==> config.mk <==
export PLATFORM = sky130hd
export DESIGN_NAME = divlut_loader
export DESIGN_NICKNAME = d
export VERILOG_FILES = /design/src/rtl/divlut_pkg.sv /design/src/rtl/div_restoring_seq.sv /design/src/rtl/divlut_loader.sv
export SDC_FILE = /design/constraint.sdc
export NUM_CORES = 1
export LEC_CHECK = 0
export CAP_MARGIN = 20
export CORE_ASPECT_RATIO = 0.75
export CORE_MARGIN = 4
export CORE_UTILIZATION = 34
export CTS_CLUSTER_SIZE = 30
export DETAILED_ROUTE_END_ITERATION = 12
export GPL_TIMING_DRIVEN = 0
export PLACE_DENSITY = 0.54
export SYNTH_ARGS = -nofsm -noshare
export SYNTH_HDL_FRONTEND = slang
export SYNTH_SLANG_ARGS = --single-unit
==> constraint.sdc <==
create_clock -name clk -period 6.6 [get_ports clk]
set_input_delay 0.66 -clock clk [delete_from_list [all_inputs] [get_ports clk]]
set_output_delay 0.66 -clock clk [all_outputs]
set_load 0.005 [all_outputs]
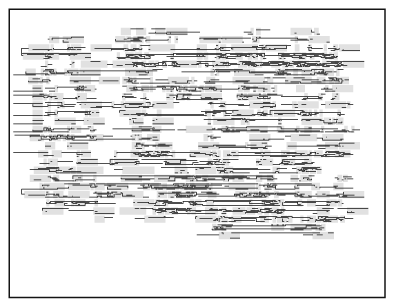
Figure 1: run 1, the metal 1 layer.
(3 px per um)
longest straight run = 40.5 um
wire length on this layer = 4290 um
detailed-route via count: 3004
met1 track demand over resource in global routing: 20.2%

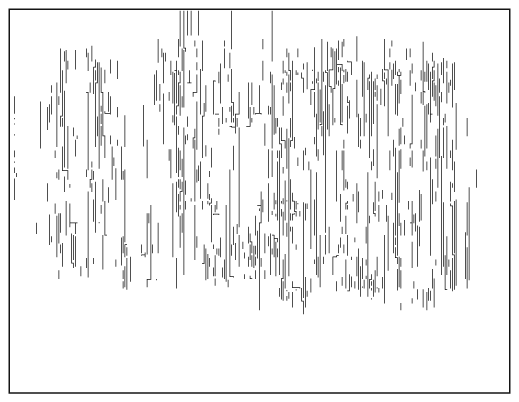
Figure 2: run 1, met2 routing.
(4 px per um)
nets with wire on the layer = 381
longest straight run = 36.7 um
global routing usage on met2: 21.5%
Routed Wire Length: 8.28 mm

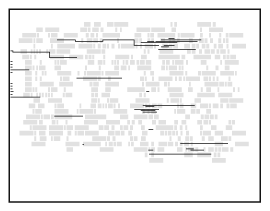
Figure 3: run 1, metal 3.
(2 px per um)
main direction = horizontal
nets with wire on the layer = 30
wire length on this layer = 375 um
share of all routed wire = 4.5%
longest straight run = 30.8 um
global-route met3 utilization: 5.04%

==> run summary, run 1 <==
The implementation run finished. In this run the clock root is driven by a clkbuf_16. The report puts the hold buffer count at CTS at 0. Sequential fraction of design power landed at 36.8%. Mean routed wirelength per cell landed at around 14 um.

Total power per unit cell area landed at approximately 280 mW/mm2. Among all cell types in the netlist, the one instantiated most often is nor2_1. For reference, the post-synthesis area per instance comes to roughly 8.1 um2. In this run the biggest area consumer among cell types represents 38.6% of the synthesized area. Number of global-route vias before repair landed at roughly 2800.

For the final routed database, the setup TNS stands at 0 ps. Setup repair after global routing left no endpoint under its margin. The script extracted a net switching power of around 0.32 mW. Per the OpenROAD power report, leakage power amounts to ~1.6 nW. The layout has 1033 filler cells. The global route stage reports its total congestion overflow as 0. Number of synthesized flops with an enable pin landed at 0.

Flip-flop count of the largest register after layout landed at 21. In the post-synthesis netlist, the biggest area contributors are dfxtp_1 39%, nor2_1 8.6%, mux2i_1 7.8%, ha_1 5.4%, a21oi_1 5.2%. First-pass GRT wire length landed at between 10 and 15 mm. Per the post-synthesis report, the number of cells in the design is approximately 430. The worst setup path is captured at an output port. Looking at the cell usage after synthesis, the top flip-flop cell is dfxtp_1.

Of all cell types, the one taking the most synthesized area is dfxtp_1. Counting the warning lines in the Yosys log gives 0. Number of register bits inferred by synthesis landed at 67. The report gives the cell count of the worst hold path as 2. The floorplan has 31 rows. Cell total in the yosys stat output landed at 427. The min-delay analysis places its worst path in the category reg2reg. Final-report hold violation count landed at 0. Across every metal layer, demand over resource in global routing totals 14.4%. In this run the vertical extent of the chip is about 96 um.

Per report_power, the combinational group accounts for 18.6% of the total. Detailed-route iteration 0 reported a violation count of a little under 200. Static timing analysis puts the maximum clock frequency at slightly below 300 MHz. Floorplan die area landed at between 0.01 and 0.015 mm2. Number of cells on the worst reg-to-reg path landed at 9.

Buffers added to address setup during post-CTS repair amount to 0. The stage logs contain a warning count of 28. Cell internal power was estimated by the tool at roughly 0.84 mW. Input and output buffers added on the ports amount to 17. Portion of total power attributed to the clock network landed at between 40% and 50%. Counting along the longest clock path gives a buffer depth of 2. Post-CTS clock slew at the launch and capture registers of the worst setup and hold paths landed at roughly 60 ps.

Entering global routing, the biggest net connects 13 pins. As reported, the later end of the worst-skew pair has a clock insertion delay of approximately 340 ps. TritonCTS built the clock tree. Share of cells above drive strength 1 landed at under 10%. Initial antenna violation count landed at 0.

Per the detail_route report, DRC violations left total 0. Netlist area before placement landed at ~0.0035 mm2. Maximum VDD drop landed at around 160 uV. After legalization and detailed placement, the total HPWL measured around 6 mm. Async set-or-reset flop fraction in the synthesized netlist landed at 0%. 19 I/O pins were placed. Layout net count landed at 474. By startpoint and endpoint, the worst setup path is classified as reg2out.

From left edge to right edge, the die measures between 100 and 150 um. Largest fanout on the critical path landed at 10. Yosys reports that the most numerous cell types are 80 x nor2_1, 67 x dfxtp_1, 36 x a21oi_1. The flow ran to the end, and the final reports show no timing, DRC or antenna violations. Counting pins that exceed their max-slew limit in the final report gives 0. The repair_antennas step left the layout with diodes totalling 0. The worst-case reg-to-reg setup slack stands at between 3000 and 4000 ps. Count of cell types in the netlist landed at ~46. From synthesis to final layout, the design area changed by 18.8%. For this run, the detailed router's first-pass iteration total came to 4. Fraction of power spent switching nets landed at 27.3%. Per the run summary, max-cap violations total 0.

Counting the buffers created by CTS gives 9. Detail-routed via count per cell landed at between 5 and 6.
[run 1: cell usage in the layout (no fill, tap or decap), types with 13 or more instances in the layout]
cell             Yosys  routed
ha_1                15      15
dfxtp_1             67      67
o21ai_0             21      21
nand2_1             21      21
mux2i_1             27      27
inv_1               21      21
clkdlybuf4s50_1      0      17
clkbuf_1            18      18
a211oi_1            13      13
nor2_1              80      80
a21oi_1             36      36
[run 1: metal layers]
layer / wire length (um) / GRT usage (%) / part of all wire, % / vias up
met5: 0 / 0 / 0 / -
met4: 93 / 2.74 / 1.1 / 0
met3: 375 / 5.04 / 4.5 / 6
met2: 3530 / 21.5 / 43 / 61
met1: 4290 / 20.2 / 52 / 1396
li1: - / - / - / 1541
[run 1: metrics by stage]
step           instance area, um2  std cells  utilization [%]  hold WS [ps]  setup WS, ps
2_1_floorplan                3480        427                -           440          4290
3_3_place_gp                 3810        576             38.8           468          3660
3_5_place_dp                 3810        576             38.8           477          3610
4_1_cts                      4130        592             42.1           487          3220
5_1_grt                      4130        592             42.1           509          2970
6_report                     4130        592             42.1           481          3200
[run 1: kinds of logic (layout without fill, tap and decap cells)]
logic type	count (synthesis)	count (layout)	share of synthesized area, %
compound gates	95	95	16.5
xor+xnor	18	18	4.54
fa+ha+maj	16	16	5.98
buf+inv	45	78	5.26
flops	67	67	38.6
mux	27	27	7.78
simple gates	159	159	21.3
[run 1: critical path, stage by stage, from the launching register on]
cell	delay [ps]
dfxtp_1	290
clkbuf_1	180
nor4_1	390
nand4b_1	290
nand4_1	210
clkbuf_1	330
nor2_1	80
nor2_1	110
clkdlybuf4s50_1	510
[run 1: cell type report]
type | count | area [um2] | share of cell area, %
multi-input cells | 315 | 1950 | 47.3
flip-flops and latches | 67 | 1340 | 32.5
clock buffers | 9 | 225 | 5.45
repair buffers | 17 | 170 | 4.12
well taps | 132 | 165 | 4.00
plain buffers | 24 | 104 | 2.52
clock inverters | 7 | 92.6 | 2.24
inverters | 21 | 78.8 | 1.91
[run 1: power by group through the flow]
stage	logic (mW)	registers (mW)	clock network, mW
global route	0.237	0.425	0.542
finish	0.215	0.424	0.513
global placement	0.211	0.432	0
detailed placement	0.212	0.433	0
floorplan	0.164	0.431	0
CTS	0.214	0.424	0.523
==> run 2: changes to the inputs <==
==> constraint.sdc (replaced) <==
create_clock -name clk -period 3.35 [get_ports clk]
set_input_delay 0.335 -clock clk [delete_from_list [all_inputs] [get_ports clk]]
set_output_delay 0.335 -clock clk [all_outputs]
set_load 0.005 [all_outputs]
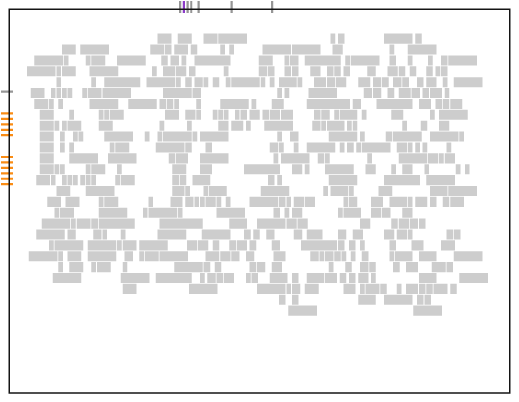
Figure 4: run 2, I/O pins on the die edge.
(4 px per um) Pins as bars across the die edge, other pins in grey.
`lut_wr_data` -> orange  # pins 11, direction output, edge left
`start` -> purple  # pins 1, direction input, edge top
all pins by edge = 12 left, 7 top
Die W: 125 um
input/output buffers: 17
Die H: 95.6 um

==> run 2 against run 1 <==
Net effect:
- hold slack worse by 130 ps
- cell count stayed put
- via count stayed put
- register-to-register slack worse by 3300 ps
- power rose by 97%
- worst setup slack worse by 2900 ps
- first-iteration DRC count is the same
- routed wire length unchanged
- die size is the same
- area after synthesis unchanged
- global-route usage unchanged
- cell area did not move
- critical endpoint unchanged
- highest routed layer unchanged
==> run summary, run 2 <==
The implementation run finished. Number of cells in the design after placement landed at 576 (unchanged). Sequential share of the synthesized area landed at 38.6% (unchanged). The share of cells above drive strength 1 is 5.65% (unchanged). Post-synthesis instance total landed at 427 (unchanged). The largest fanout on the critical path came to 10 (unchanged). The layout net count came to 474 (unchanged).

The async set-or-reset flop fraction in the synthesized netlist is 0% (unchanged). Count of cells resized by post-cts repair landed at 0 (unchanged). Critical path depth landed at 8 (unchanged). Data required time at the worst endpoint landed at 3010 ps (was 5940 ps). The area share of the largest cell type after synthesis came to 38.6% (unchanged). The number of pins exceeding their max-slew limit in the final report came to 0 (unchanged). The gate family responsible for the most delay along the worst path is simple AND/OR/NAND/NOR gates (unchanged).

Setup slack of the most critical reg-to-reg path landed at 710 ps (was 3960 ps). The floorplan die area is 0.0119 mm2 (unchanged). The number of register bits inferred by synthesis is 67 (unchanged).

The number of DRC markers in iteration 0 was 197 (unchanged). The critical path startpoint category is a register (unchanged). The post-DP HPWL was 6.01 mm (unchanged). The number of global-route vias before repair came to 2827 (unchanged). The endpoint class of the critical path is an output port (unchanged). The slowest stage cell on the critical path was clkdlybuf4s50_1 (unchanged). Cell total in the yosys stat output landed at 427 (unchanged). Maximum count of clock buffers along a single path landed at 2 (unchanged). The clock buffer count from CTS came to 9 (unchanged).

The highest-count logic cell in the final layout is nor2_1 (unchanged). The clock root buffer is clkbuf_16 (unchanged). Number of top-level design ports landed at 19 (unchanged). The count of tool warnings came to 28 (unchanged). The number of inserted diodes is 0 (unchanged). Number of synthesized flops with an enable pin landed at 0 (unchanged).

The most common flop cell mapped by yosys is dfxtp_1 (unchanged). The total wirelength of the detailed-routed design was 8.28 mm (unchanged). The post-synthesis chip area from yosys is 0.00348 mm2 (unchanged). Most common logic cells in the final layout: 80 x nor2_1, 67 x dfxtp_1, 36 x a21oi_1 (unchanged). The first-pass GRT wire length was 13.8 mm (unchanged). Slew at the pin closest to its max-slew limit landed at 857 ps (unchanged). Total negative slack landed at 0 ps (unchanged). The per-instance average area after synthesis is 8.14 um2 (unchanged). Cell types with the highest counts after synthesis: 80 x nor2_1, 67 x dfxtp_1, 36 x a21oi_1 (unchanged). Run status: finished clean (unchanged).

The remaining global-route overflow came to 0 (unchanged). The max-cap violation count was 0 (unchanged). Core occupancy in the finished layout landed at 42.1% (unchanged). Number of levels the H-tree was split into landed at 3 (unchanged).

Upper clock frequency limit landed at ~330 MHz. The total global-route track usage came to 14.4% (unchanged). Initial antenna violation count landed at 0 (unchanged).

Detail-routed via count per cell landed at 5.07 (unchanged). The count of cell types in the netlist came to 46 (unchanged). Critical path cell sequence: clkbuf_1 > nor4_1 > nand4b_1 > nand4_1 > clkbuf_1 > nor2_1 > nor2_1 > clkdlybuf4s50_1 (unchanged). Post-cts hold-fix buffer tally landed at 0 (unchanged). Total via count after detailed routing landed at 3004 (unchanged). The flip-flop count of the largest register after layout was 21 (unchanged).

The category of the critical setup timing path was reg2out (unchanged). The mean routed wirelength per cell is 14.0 um (unchanged). The number of cells on the worst reg-to-reg path came to 9 (unchanged).

Maximum VDD drop landed at 311 uV (was 158 uV). The clock tree from TritonCTS is done (unchanged). The most common cell in the netlist is nor2_1 (unchanged). The cell type contributing the most total cell area after synthesis is dfxtp_1 (unchanged). The netlist area before placement is 0.00348 mm2 (unchanged). Later-pin clock latency in the skew report landed at 340 ps (about the same). Floorplan core area landed at 0.00981 mm2 (unchanged).

Number of buffers inserted by post-CTS setup repair landed at 0 (unchanged). The worst hold path cell count was 2 (unchanged). The floorplan row count was 31 (unchanged). The post-CTS clock slew at the launch and capture registers of the worst setup and hold paths came to 60 ps (about the same). The count of buffering cells on the critical path with inverters included is 3 (unchanged). Relative area change from synthesis to final layout landed at 18.8% (unchanged). Top area cell types: dfxtp_1 39%, nor2_1 8.6%, mux2i_1 7.8%, ha_1 5.4%, a21oi_1 5.2% (unchanged). Number of design rule violations left after detail routing landed at 0 (unchanged). The count of synthesis-stage warnings from yosys came to 0 (unchanged). The setup violation total in the final timing report is 0 (unchanged). The kind of path behind the tightest hold check is in2reg (was reg2reg). Synthesized netlist net count landed at 446 (unchanged). Final-report hold violation count landed at 0 (unchanged). The maximum number of pins on one net before global-route repair came to 13 (unchanged). The number of standard cells in the final layout excluding fillers came to 592 (unchanged). RSZ-0062 raised after global routing: false (unchanged). The final hold slack came to 353 ps (was 481 ps).

The longest individual stage delay on the worst path was 510 ps (about the same). Static leakage power landed at 1.63 nW (unchanged). Total power per unit cell area landed at 550 mW/mm2 (was 279 mW/mm2). The number of iterations in the first detailed-routing pass is 4 (unchanged).

Remaining antenna violation count landed at 0 (unchanged).
## run 2: stage by stage
step           cell area (um2)  total power [mW]  setup WS [ps]
3_3_place_gp              3810              1.27            736
2_1_floorplan             3480              1.17           1040
5_1_grt                   4130              2.37           46.3
3_5_place_dp              3810              1.27            683
6_report                  4130              2.27            279
4_1_cts                   4130              2.29            291
## run 2: layout make-up
cell class | instances | area (um2)
tap | 132 | 165
sequential | 67 | 1340
fill | 1033 | 5680
inverter | 21 | 78.8
clock inverter | 7 | 92.6
buffer | 24 | 104
multi-input combinational | 315 | 1950
clock buffer | 9 | 225
timing repair buffer | 17 | 170
## run 2: report_power, final
group | switching (mW) | total [mW] | internal [mW]
sequential | 0.0158 | 0.835 | 0.819
combinational | 0.241 | 0.423 | 0.182
clock | 0.363 | 1.01 | 0.648
total | 0.621 | 2.27 | 1.65
## run 2: routing by layer
metal / routed length [um] / GRT usage [%] / vias up
met5: 0 / 0 / -
met4: 93 / 2.74 / 0
met3: 375 / 5.04 / 6
met2: 3530 / 21.5 / 61
met1: 4290 / 20.2 / 1396
li1: - / - / 1541
## run 2: cells by family (layout without fill, tap and decap cells)
group	count (synthesis)	after routing	synth area share, %
and+or+nand+nor	159	159	21.3
AOI/OAI and AO/OA	95	95	16.5
DFF	67	67	38.6
buffers and inverters	45	78	5.26
muxes	27	27	7.78
xor gates and xnor gates	18	18	4.54
adders and majority gates	16	16	5.98
Power figures rest on the tool's default switching activity, not on a simulated workload.
